### config.mk
export PLATFORM = sky130hd
export DESIGN_NAME = uart_tx_flat
export DESIGN_NICKNAME = d
export VERILOG_FILES = /design/src/rtl/uart_tx_if.sv /design/src/rtl/uart_tx.sv /design/src/flat_wrapper.sv
export SDC_FILE = /design/constraint.sdc
export NUM_CORES = 1
export LEC_CHECK = 0
export ABC_AREA = 1
export CORE_ASPECT_RATIO = 0.5
export CORE_MARGIN = 4
export CORE_UTILIZATION = 30
export CTS_CLUSTER_DIAMETER = 100
export CTS_CLUSTER_SIZE = 16
export DETAILED_ROUTE_END_ITERATION = 8
export GPL_TIMING_DRIVEN = 0
export SYNTH_ARGS = -nofsm -noshare
export SYNTH_HDL_FRONTEND = slang
export SYNTH_SLANG_ARGS = --single-unit
### constraint.sdc
create_clock -name clk -period 2.5 [get_ports clk]
set_clock_uncertainty 0.15 [all_clocks]
set_input_delay 0.25 -clock clk [delete_from_list [all_inputs] [get_ports clk]]
set_output_delay 0.25 -clock clk [all_outputs]
set_load 0.01 [all_outputs]
### src/rtl/uart_tx_if.sv
// uart_tx_if
//   Byte-write handshake between the debug unit (master) and the serial
//   transmitter (slave).
//   tx_write    : write strobe, one byte per high cycle
//   tx_data     : byte to send, valid only while tx_write is high
//   tx_finished : one-cycle pulse when a frame's stop bit completes
//   busy        : frame in progress or holding register occupied
//   tx_overrun  : sticky flag, a write was dropped
interface uart_tx_if;
  logic       tx_write;
  logic [7:0] tx_data;
  logic       tx_finished;
  logic       busy;
  logic       tx_overrun;

  modport master (
    output tx_write,
    output tx_data,
    input  tx_finished,
    input  busy,
    input  tx_overrun
  );

  modport slave (
    input  tx_write,
    input  tx_data,
    output tx_finished,
    output busy,
    output tx_overrun
  );
endinterface

### src/rtl/uart_tx.sv
// uart_tx
//   8N1 serial transmitter with a one-byte holding register, so a byte
//   written during a frame follows the current stop bit with no idle gap.
//   Ports:
//     clk     : system clock, rising-edge
//     n_reset : asynchronous active-low reset
//     bus     : byte-write handshake (uart_tx_if.slave)
//     tx      : registered serial line, idle high
//   CLKS_PER_BIT (>= 2) sets the bit period in clk cycles.
//
//   state | meaning
//   ------+--------------------------------------------
//   IDLE  | line high, waiting for a write
//   START | start bit (0) on the line
//   DATA  | data bits, LSB first, from shift_q[0]
//   STOP  | stop bit (1); last cycle may chain the next frame
module uart_tx #(
  parameter int CLKS_PER_BIT = 434
) (
  input  logic     clk,
  input  logic     n_reset,
  uart_tx_if.slave bus,
  output logic     tx
);

  localparam int             CW        = $clog2(CLKS_PER_BIT);
  localparam logic [CW-1:0]  BAUD_LAST = CW'(CLKS_PER_BIT - 1);

  typedef enum logic [1:0] {
    IDLE  = 2'd0,
    START = 2'd1,
    DATA  = 2'd2,
    STOP  = 2'd3
  } state_t;

  state_t        state_q, state_nxt;
  logic [CW-1:0] baud_q, baud_nxt;
  logic [2:0]    bit_q, bit_nxt;
  logic [7:0]    shift_q, shift_nxt;
  logic [7:0]    hold_q, hold_nxt;
  logic          hold_v_q, hold_v_nxt;
  logic          ovr_q, ovr_nxt;
  logic          fin_q, fin_nxt;
  logic          busy_q, busy_nxt;
  logic          tx_q, tx_nxt;
  logic          baud_wrap;
  logic          write_to_shift;

  always_ff @(posedge clk or negedge n_reset) begin
    if (!n_reset) begin
      state_q  <= IDLE;
      baud_q   <= '0;
      bit_q    <= '0;
      shift_q  <= '0;
      hold_q   <= '0;
      hold_v_q <= 1'b0;
      ovr_q    <= 1'b0;
      fin_q    <= 1'b0;
      busy_q   <= 1'b0;
      tx_q     <= 1'b1;
    end else begin
      state_q  <= state_nxt;
      baud_q   <= baud_nxt;
      bit_q    <= bit_nxt;
      shift_q  <= shift_nxt;
      hold_q   <= hold_nxt;
      hold_v_q <= hold_v_nxt;
      ovr_q    <= ovr_nxt;
      fin_q    <= fin_nxt;
      busy_q   <= busy_nxt;
      tx_q     <= tx_nxt;
    end
  end

  always_comb begin
    state_nxt      = state_q;
    baud_nxt       = baud_q;
    bit_nxt        = bit_q;
    shift_nxt      = shift_q;
    hold_nxt       = hold_q;
    hold_v_nxt     = hold_v_q;
    ovr_nxt        = ovr_q;
    fin_nxt        = 1'b0;
    baud_wrap      = (baud_q == BAUD_LAST);
    write_to_shift = 1'b0;

    case (state_q)
      IDLE: begin
        if (bus.tx_write) begin
          shift_nxt      = bus.tx_data;
          baud_nxt       = '0;
          state_nxt      = START;
          write_to_shift = 1'b1;
        end
      end

      START: begin
        if (baud_wrap) begin
          baud_nxt  = '0;
          bit_nxt   = '0;
          state_nxt = DATA;
        end else begin
          baud_nxt = baud_q + CW'(1);
        end
      end

      DATA: begin
        if (baud_wrap) begin
          baud_nxt  = '0;
          shift_nxt = {1'b0, shift_q[7:1]};
          if (bit_q == 3'd7) begin
            state_nxt = STOP;
          end else begin
            bit_nxt = bit_q + 3'd1;
          end
        end else begin
          baud_nxt = baud_q + CW'(1);
        end
      end

      STOP: begin
        if (baud_wrap) begin
          fin_nxt  = 1'b1;
          baud_nxt = '0;
          if (hold_v_q) begin
            shift_nxt  = hold_q;
            hold_v_nxt = 1'b0;
            state_nxt  = START;
          end else if (bus.tx_write) begin
            shift_nxt      = bus.tx_data;
            state_nxt      = START;
            write_to_shift = 1'b1;
          end else begin
            state_nxt = IDLE;
          end
        end else begin
          baud_nxt = baud_q + CW'(1);
        end
      end

      default: begin
        state_nxt = IDLE;
      end
    endcase

    // A write that did not go straight into the shift register targets the
    // holding register. Occupancy is judged on the pre-edge hold_v_q, so a
    // write on the final stop edge while the hold byte is being launched
    // still counts as an overrun.
    if (bus.tx_write && !write_to_shift) begin
      if (hold_v_q) begin
        ovr_nxt = 1'b1;
      end else begin
        hold_nxt   = bus.tx_data;
        hold_v_nxt = 1'b1;
      end
    end

    // Line level is registered from the next state so the start bit is
    // visible right after the accepting edge.
    case (state_nxt)
      START:   tx_nxt = 1'b0;
      DATA:    tx_nxt = shift_nxt[0];
      default: tx_nxt = 1'b1;
    endcase

    busy_nxt = (state_nxt != IDLE) | hold_v_nxt;
  end

  assign tx              = tx_q;
  assign bus.tx_finished = fin_q;
  assign bus.busy        = busy_q;
  assign bus.tx_overrun  = ovr_q;

endmodule

### src/flat_wrapper.sv
// flat-port wrapper written by rule: the top's interface ports become plain ports
module uart_tx_flat 
#(
  parameter int CLKS_PER_BIT = 434
)
  (clk, n_reset, tx, bus_tx_write, bus_tx_data, bus_tx_finished, bus_busy, bus_tx_overrun);
  uart_tx_if bus_i ();
  input  logic clk;
  input  logic n_reset;
  output logic tx;
  input wire logic [$bits(bus_i.tx_write)-1:0] bus_tx_write;
  input wire logic [$bits(bus_i.tx_data)-1:0] bus_tx_data;
  output wire logic [$bits(bus_i.tx_finished)-1:0] bus_tx_finished;
  output wire logic [$bits(bus_i.busy)-1:0] bus_busy;
  output wire logic [$bits(bus_i.tx_overrun)-1:0] bus_tx_overrun;
  assign bus_i.tx_write = bus_tx_write;
  assign bus_i.tx_data = bus_tx_data;
  assign bus_tx_finished = bus_i.tx_finished;
  assign bus_busy = bus_i.busy;
  assign bus_tx_overrun = bus_i.tx_overrun;
  uart_tx #(.CLKS_PER_BIT(CLKS_PER_BIT)) u_core (.clk(clk), .n_reset(n_reset), .bus(bus_i), .tx(tx));
endmodule
==> Changelog: implementation, run 1 <==
## Implementation

* Outcome: complete, no violations
* Hold WS at 0.276 ns
* Met3 WL at 143 um
* Most frequent cells in the layout: nand2_1, dfrtp_1, inv_1, nand3_1, o21ai_0
* Total die size at ~8400 sq um
* I/O Pins at 15
* Longest Clk Path Bufs at 2
* Routed Antenna Nets at 0
* Post-CTS Setup Bufs at 0
* Met1 wire length at ~2.3 mm
* Hold Path Class: in2reg
* Final Cycle Share at about 87%
* Critical path class: reg2reg
* Vias in the first global route at around 1700
* Net Sw Power at 698 uW
* CORE AREA at ~6700 sq um
* Syn nets at a little under 300
* Yosys stat area at around 2100 sq um
* Max stage delay on crit path at 0.44 ns
* Worst setup SP type: flop
* Final setup violation count at 0
* Fin crit period at between 2 and 2.5 ns
* Post-synth top flop: dfrtp_1
* CTS clk-pin slew, worst paths at approximately 0.06 ns
* Met2 wire length at ~2 mm
* # DRC at 0
* WL per Instance at approximately 11 um
* Post-synth EDFFs at 0
* Final TNS setup at 0 ns
* CP Capture Type: flop
* # rows at 21
* TritonCTS clock tree: yes
* Total grt overflow at 0
* Area Growth Syn to Fin at 21.3%
* Pint at about 1.4 mW
* Distinct lib cells at 33
* Hold Vio Cnt, Final at 0
* Ys async rst share at 100%
* CTS Root Cell: clkbuf_16
* I/O Buffers at 13
* First-pass GRT wire length at 7.71 mm
* Synth Instances at between 200 and 300
* Worst reg-to-reg setup slack at roughly 0.33 ns
* Post-Syn Area at between 2000 and 2500 sq um
* Seq/Total Area, Yosys at between 40 and 50%
* Clock share of power at 38.4%
* Critical Path RT at 2.58 ns
* Slew margin rel. at 46.7%
* Crit-path most repeated cell: nand2_1
* Crit-path max FO at 8
* Fillers at just under 700
* Switch share at roughly a third
* Worst setup path startpoint: u_core.state_q[1]
* Ys flops at 35
* First DRT Iteration DRCs at ~70
* Critical register-to-register path endpoint: u_core.tx
* CP arrival at ~2.3 ns
* Insertion Delay late pin at around 0.28 ns
* Hold Crit Depth at 4
* Cell depth of the worst setup path at 12
* Max Clock Freq at about 0.46 GHz
* Worst path bufs/invs at 5
-- run 1: layer usage --
| layer | GRT usage [%] | vias up |
|---|---|---|
| li1 | - | 923 |
| met1 | 14.8 | 820 |
| met2 | 18.7 | 20 |
| met3 | 3.28 | 5 |
| met4 | 4.14 | 0 |
| met5 | 0 | - |
-- run 1: registers in the layout (all words and copies together) (netlist names), 2 cells and up --
name            cells
u_core.state_q      2
u_core.shift_q      8
u_core.bit_q        3
u_core.hold_q       8
u_core.baud_q       9
-- run 1: metrics by stage --
step                      area [sq um]  power, mW  utilization, %
after floorplan                   2080       1.16               -
after global placement            2320       1.32            34.7
after detailed placement          2320       1.32            34.6
after CTS                         2520       2.15            37.6
after global routing              2520       2.27            37.6
final                             2520       2.13            37.6
-- run 1: power by group through the flow --
stage / clock network (mW) / registers [mW] / logic (mW)
2_1_floorplan: 0 / 0.720 / 0.435
3_3_place_gp: 0 / 0.729 / 0.588
3_5_place_dp: 0 / 0.731 / 0.593
4_1_cts: 0.831 / 0.724 / 0.598
5_1_grt: 0.859 / 0.734 / 0.677
6_report: 0.818 / 0.724 / 0.587
-- run 1: logic make-up (layout without fill, tap and decap cells) --
logic type / after synthesis / in the layout / synth area share [%]
compound gates: 37 / 37 / 9.99
xor+xnor: 4 / 4 / 1.69
fa+ha+maj: 8 / 8 / 4.81
buf+inv: 38 / 60 / 7.34
flops: 35 / 35 / 42.2
simple gates: 153 / 153 / 34.0
-- run 1: synth_stat cells, types with 2 or more instances --
cell type / n / share of area (%)
inv_1: 32 / 5.8
dfrtp_1: 34 / 41
nor2_8: 2 / 1.9
o21ai_0: 23 / 5.5
a21oi_1: 4 / 0.96
buf_2: 2 / 0.48
nand2_1: 95 / 17
inv_2: 2 / 0.36
nand3_1: 29 / 7.0
xor2_1: 3 / 1.3
ha_1: 8 / 4.8
nand4_1: 2 / 0.60
nor2_1: 16 / 2.9
nand2_4: 3 / 1.6
o22ai_1: 2 / 0.60
-- run 1: worst min-delay path: cells and delay by family --
family                 cells  cell delay, ns
buffers and inverters      1            0.18
and+or+nand+nor            2            0.16
AOI/OAI and AO/OA          1            0.07
-- run 1: cell type report --
| cell class | count | area (sq um) | share of cell area (%) |
|---|---|---|---|
| buffer | 4 | 25.0 | 0.992 |
| inverter | 34 | 128 | 5.06 |
| clock buffer | 5 | 125 | 4.96 |
| multi-input combinational | 202 | 1050 | 41.6 |
| sequential | 35 | 877 | 34.8 |
| tap | 92 | 115 | 4.56 |
| clock inverter | 3 | 67.6 | 2.68 |
| timing repair buffer | 14 | 135 | 5.36 |
-- run 1: worst min-delay path by stage --
stage	slack (ns)	end	start
2_1_floorplan	-0.20	u_core.baud_q[0]	n_reset
3_3_place_gp	0.30	u_core.bus.tx_overrun	u_core.bus.tx_overrun
3_5_place_dp	0.24	u_core.bit_q[2]	n_reset
4_1_cts	0.26	u_core.hold_q[0]	bus_tx_write
5_1_grt	0.29	u_core.hold_q[0]	bus_tx_write
6_report	0.28	u_core.hold_q[0]	bus_tx_write
-- run 1: timing repair --
| action | CTS | global route |
|---|---|---|
| hold buffers | 1 | 0 |
| endpoints found under the hold margin | 34 | 0 |
| gates resized | 0 | 0 |
Run 1, wires at chosen ports, followed through buffers:
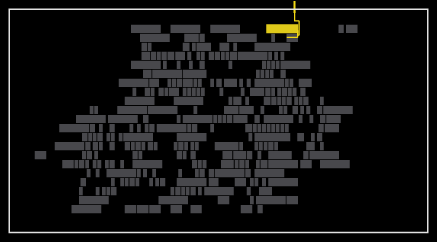
`tx`: in yellow, bits 1, direction output, end cells 1, buffers 1, wire 14.4 um.

Run 1, M3 wires:
The bar under the picture is 50 um long.
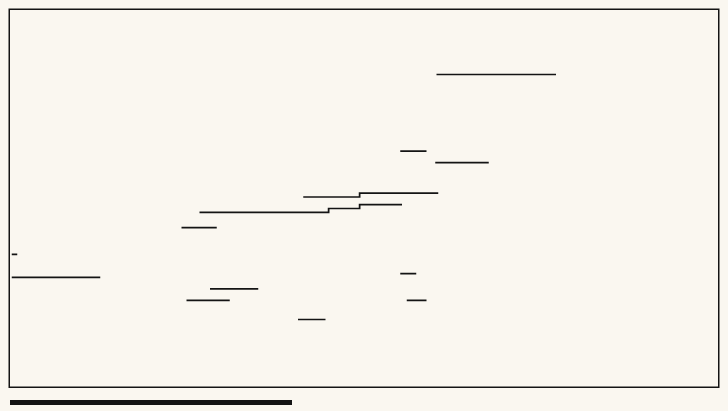
The longest straight run is 22.8 um. The wires run mostly horizontal.
Routed WL: 4.46 mm
grt met3 use: 3.28%
via count: 1768

Run 1, cell density map:
13 x 7 tiles, from black (low) to pale yellow (high), 0 to 100% covered.
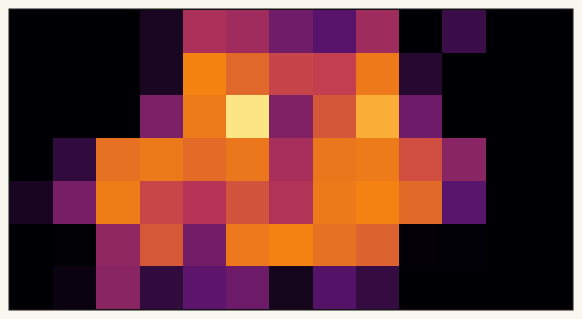
2.2% of the tiles are over 75% full. The mean over all tiles is 29%. The fullest tile reaches 95%.

==> run 1 -> run 2 <==
Settings changed: CORE_MARGIN 4 to default.
Run 2, gate families picked out:
The bar under the picture is 20 um long.
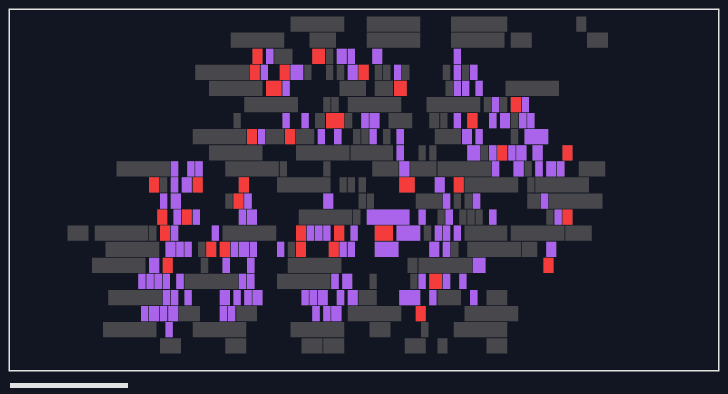
NAND gates: in purple, cells 132. inverting AOI/OAI gates: in red, cells 35.
fin cells: 389
multi-input combinational area share: 42.5%
most common logic cell in the routed design: nand2_1

Run 2, wires at chosen ports, followed through buffers:
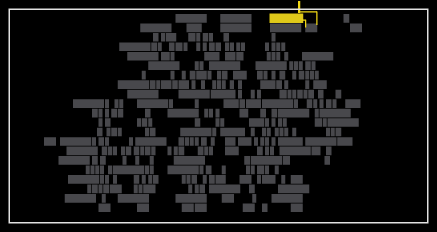
`tx`: in yellow, bits 1, direction output, end cells 1, buffers 1, wire 12.0 um.
I/O Pins: 15
I/O Buffers: 13

==> run 2 against run 1 <==
Design area decreased by 2.2%. Total power shrank 9.8%. Non-clock buffer count is the same. Largest cell class unchanged. Critical path type unchanged. Clock power decreased by 28%.
==> Changelog: implementation, run 2 <==
## Implementation

* Outcome: complete, no violations
* Via count at 1831
* Log Warnings at 30
* CTS Root Cell: clkbuf_16
* Top cells by area: dfrtp_1, nand2_1, nand3_1
* Crit-path most repeated cell: nand2_1
* Distinct lib cells at 33
* Ratio of cells with drive above 1 in the final layout at between 8 and 9%
* CTS clk-pin slew, worst paths at approximately 0.06 ns
* Final TNS setup at 0 ns
* Cell Chain, Critical Path: inv_1, ha_1, inv_2, nor2_1, inv_2, nor2_1, inv_1, nand2_1, nand2_1, inv_1, nand2_1, nand2_1
* TritonCTS clock tree: yes
* Ys cells at about 280
* 1st-pass router iterations at 4
* Pin count of the biggest net entering global routing at 36
* Leakage dissipation at approximately 1.3 nW
* Largest register by flop count: u_core.baud_q
* Clock H-tree levels at 2
* Post-synth EDFFs at 0
* CTS Sinks at 35
* GRT Overall Usage at 13.9%
* Top Registers: u_core.baud_q (9), u_core.hold_q (8), u_core.shift_q (8)
* # rows at 21
* Max stage delay on crit path at 0.44 ns
* Most numerous cell in the Yosys netlist: nand2_1
* Fin crit period at about 2.3 ns
* Post-Syn Area at 2080 sq um
* Via-to-Cell Ratio at approximately 4.7
* Nets at approximately 320
* Max-area cell share at about 41%
* Final setup violation count at 0
* Worst setup SP type: flop
* # DRC at 0
* WL per Instance at between 10 and 15 um
* Most frequent cells in the layout: nand2_1, dfrtp_1, inv_1, nand3_1, o21ai_0
* Max-slew violation count at 0
* Final Cycle Share at around nine tenths
* Vias in the first global route at around 1800
* Max cap viols at 0
* Slew margin rel. at 46.7%
* Post-CTS Setup Bufs at 0
* CORE AREA at around 6700 sq um
* Avg Cell Area, Syn at between 7 and 8 sq um
* Longest Clk Path Bufs at 2
* Routed WL at 4.61 mm
* Cts bufs inserted at 5
* Insertion Delay late pin at 0.28 ns
* Dominant cell type by area after synthesis: dfrtp_1
* Worst Tran Pin Value at about 0.8 ns
* Ys async rst share at 100%
* Hold Vio Cnt, Final at 0
* Worst VDD drop at around 0.29 mV
* Die W at between 100 and 150 um
* Placed Cells at about 380
* Critical-path top delay cell: dfrtp_1
* N_diodes at 0
* Max Clock Freq at between 0.4 and 0.5 GHz
* Seq/Total Area, Yosys at about 42%
* Post-DP HPWL at 3.39 mm
* Ys flops at 35
* Yosys warning total at 0
* Critical path class: reg2reg
* Area Growth Syn to Fin at 18.7%
* Hold Path Class: in2reg
* Largest register FFs at 9
* First DRT Iteration DRCs at 74
* Total die size at about 7300 sq um
* FP Core Util at a little under a third
* Post-synth top flop: dfrtp_1
* CP Capture Type: flop
* Crit-path max FO at 8
* RSZ-0062 raised after global routing: false
* Total grt overflow at 0
* Routed Antenna Nets at 0
* Placer congestion estimate at 0.805
* Critical Path RT at between 2 and 3 ns
* Die height at about 60 um
* Initial antenna violation count at 0
* Synth Instances at 275
* CP arrival at roughly 2.3 ns
* First-pass GRT wire length at 7.96 mm
* Synth top cells by count: nand2_1, dfrtp_1, inv_1
* Hold WS at 0.266 ns
* Pwr dens at between 700 and 800 nW/um^2
* Syn nets at 294
* Yosys stat area at around 2100 sq um
-- run 2: cell count changes in the layout (fill, tap and decap cells not counted), sizes merged --
cell	before	now
clkinvlp	1	0
clkinv	0	1
clkbuf	6	8
bufinv	2	0
-- run 2: cell families after synthesis --
family / share of synthesized area, %
AND/OR/NAND/NOR: 34.0
flip-flops: 42.2
AND-OR/OR-AND: 9.99
XOR/XNOR: 1.69
buffers and inverters: 7.34
adder cells (fa/ha/maj): 4.81
-- run 2: stage by stage --
stage / instance area, sq um / worst slack [ns] / total power [mW] / util [%]
floorplan: 2080 / 0.702 / 1.16 / -
global placement: 2320 / 0.252 / 1.32 / 34.7
detailed placement: 2320 / 0.269 / 1.33 / 34.6
CTS: 2470 / 0.229 / 1.94 / 36.8
global route: 2470 / 0.0282 / 2.07 / 36.8
finish: 2470 / 0.234 / 1.92 / 36.8
-- run 2: final timing paths --
check                                      start               endpoint  slack [ns]  cells past startpoint
hold reg to reg            u_core.bus.tx_overrun  u_core.bus.tx_overrun        0.32                      1
setup reg to reg               u_core.state_q[1]              u_core.tx        0.23                     12
max in group asynchronous                n_reset      u_core.shift_q[6]        1.24                      2
setup / recovery               u_core.state_q[1]              u_core.tx        0.23                     12
min in group asynchronous                n_reset       u_core.hold_q[0]        0.45                      2
hold / removal                      bus_tx_write       u_core.hold_q[0]        0.27                      4
-- run 2: timing repair --
item | 4_1_cts | 5_1_grt
endpoints found under the hold margin | 34 | 0
hold buffers | 1 | 0
gates resized | 0 | 0
-- run 2: critical path, delay by kind of cell, from the launching register on --
| family | cells | cell delay (ns) |
|---|---|---|
| buf+inv | 5 | 0.54 |
| simple gates | 6 | 0.82 |
| fa+ha+maj | 1 | 0.26 |
| flops | 1 | 0.44 |
-- run 2: area by class of cell --
type	count	area [sq um]
fill	695	4230
multi-input combinational	202	1050
sequential	35	877
timing repair buffer	14	135
clock buffer	7	133
inverter	34	128
tap	92	115
buffer	4	25.0
clock inverter	1	5.00
-- run 2: metal layers --
metal  vias to the layer above  part of all wire (%)  track usage (%)
met3                         7                   3.5             3.48
met4                         0                   1.0             3.75
li1                        926                     -                -
met5                         -                     0                0
met2                        29                    45             23.0
met1                       869                    50             18.5
-- run 2: where the power goes --
group | internal (mW) | switching [mW] | leakage, nW
registers | 0.658 | 0.0667 | 0.460
logic | 0.203 | 0.400 | 0.750
clock network | 0.368 | 0.223 | 0.0679
total | 1.23 | 0.690 | 1.28
No activity file was given, so power comes from the tool's default toggle rates.
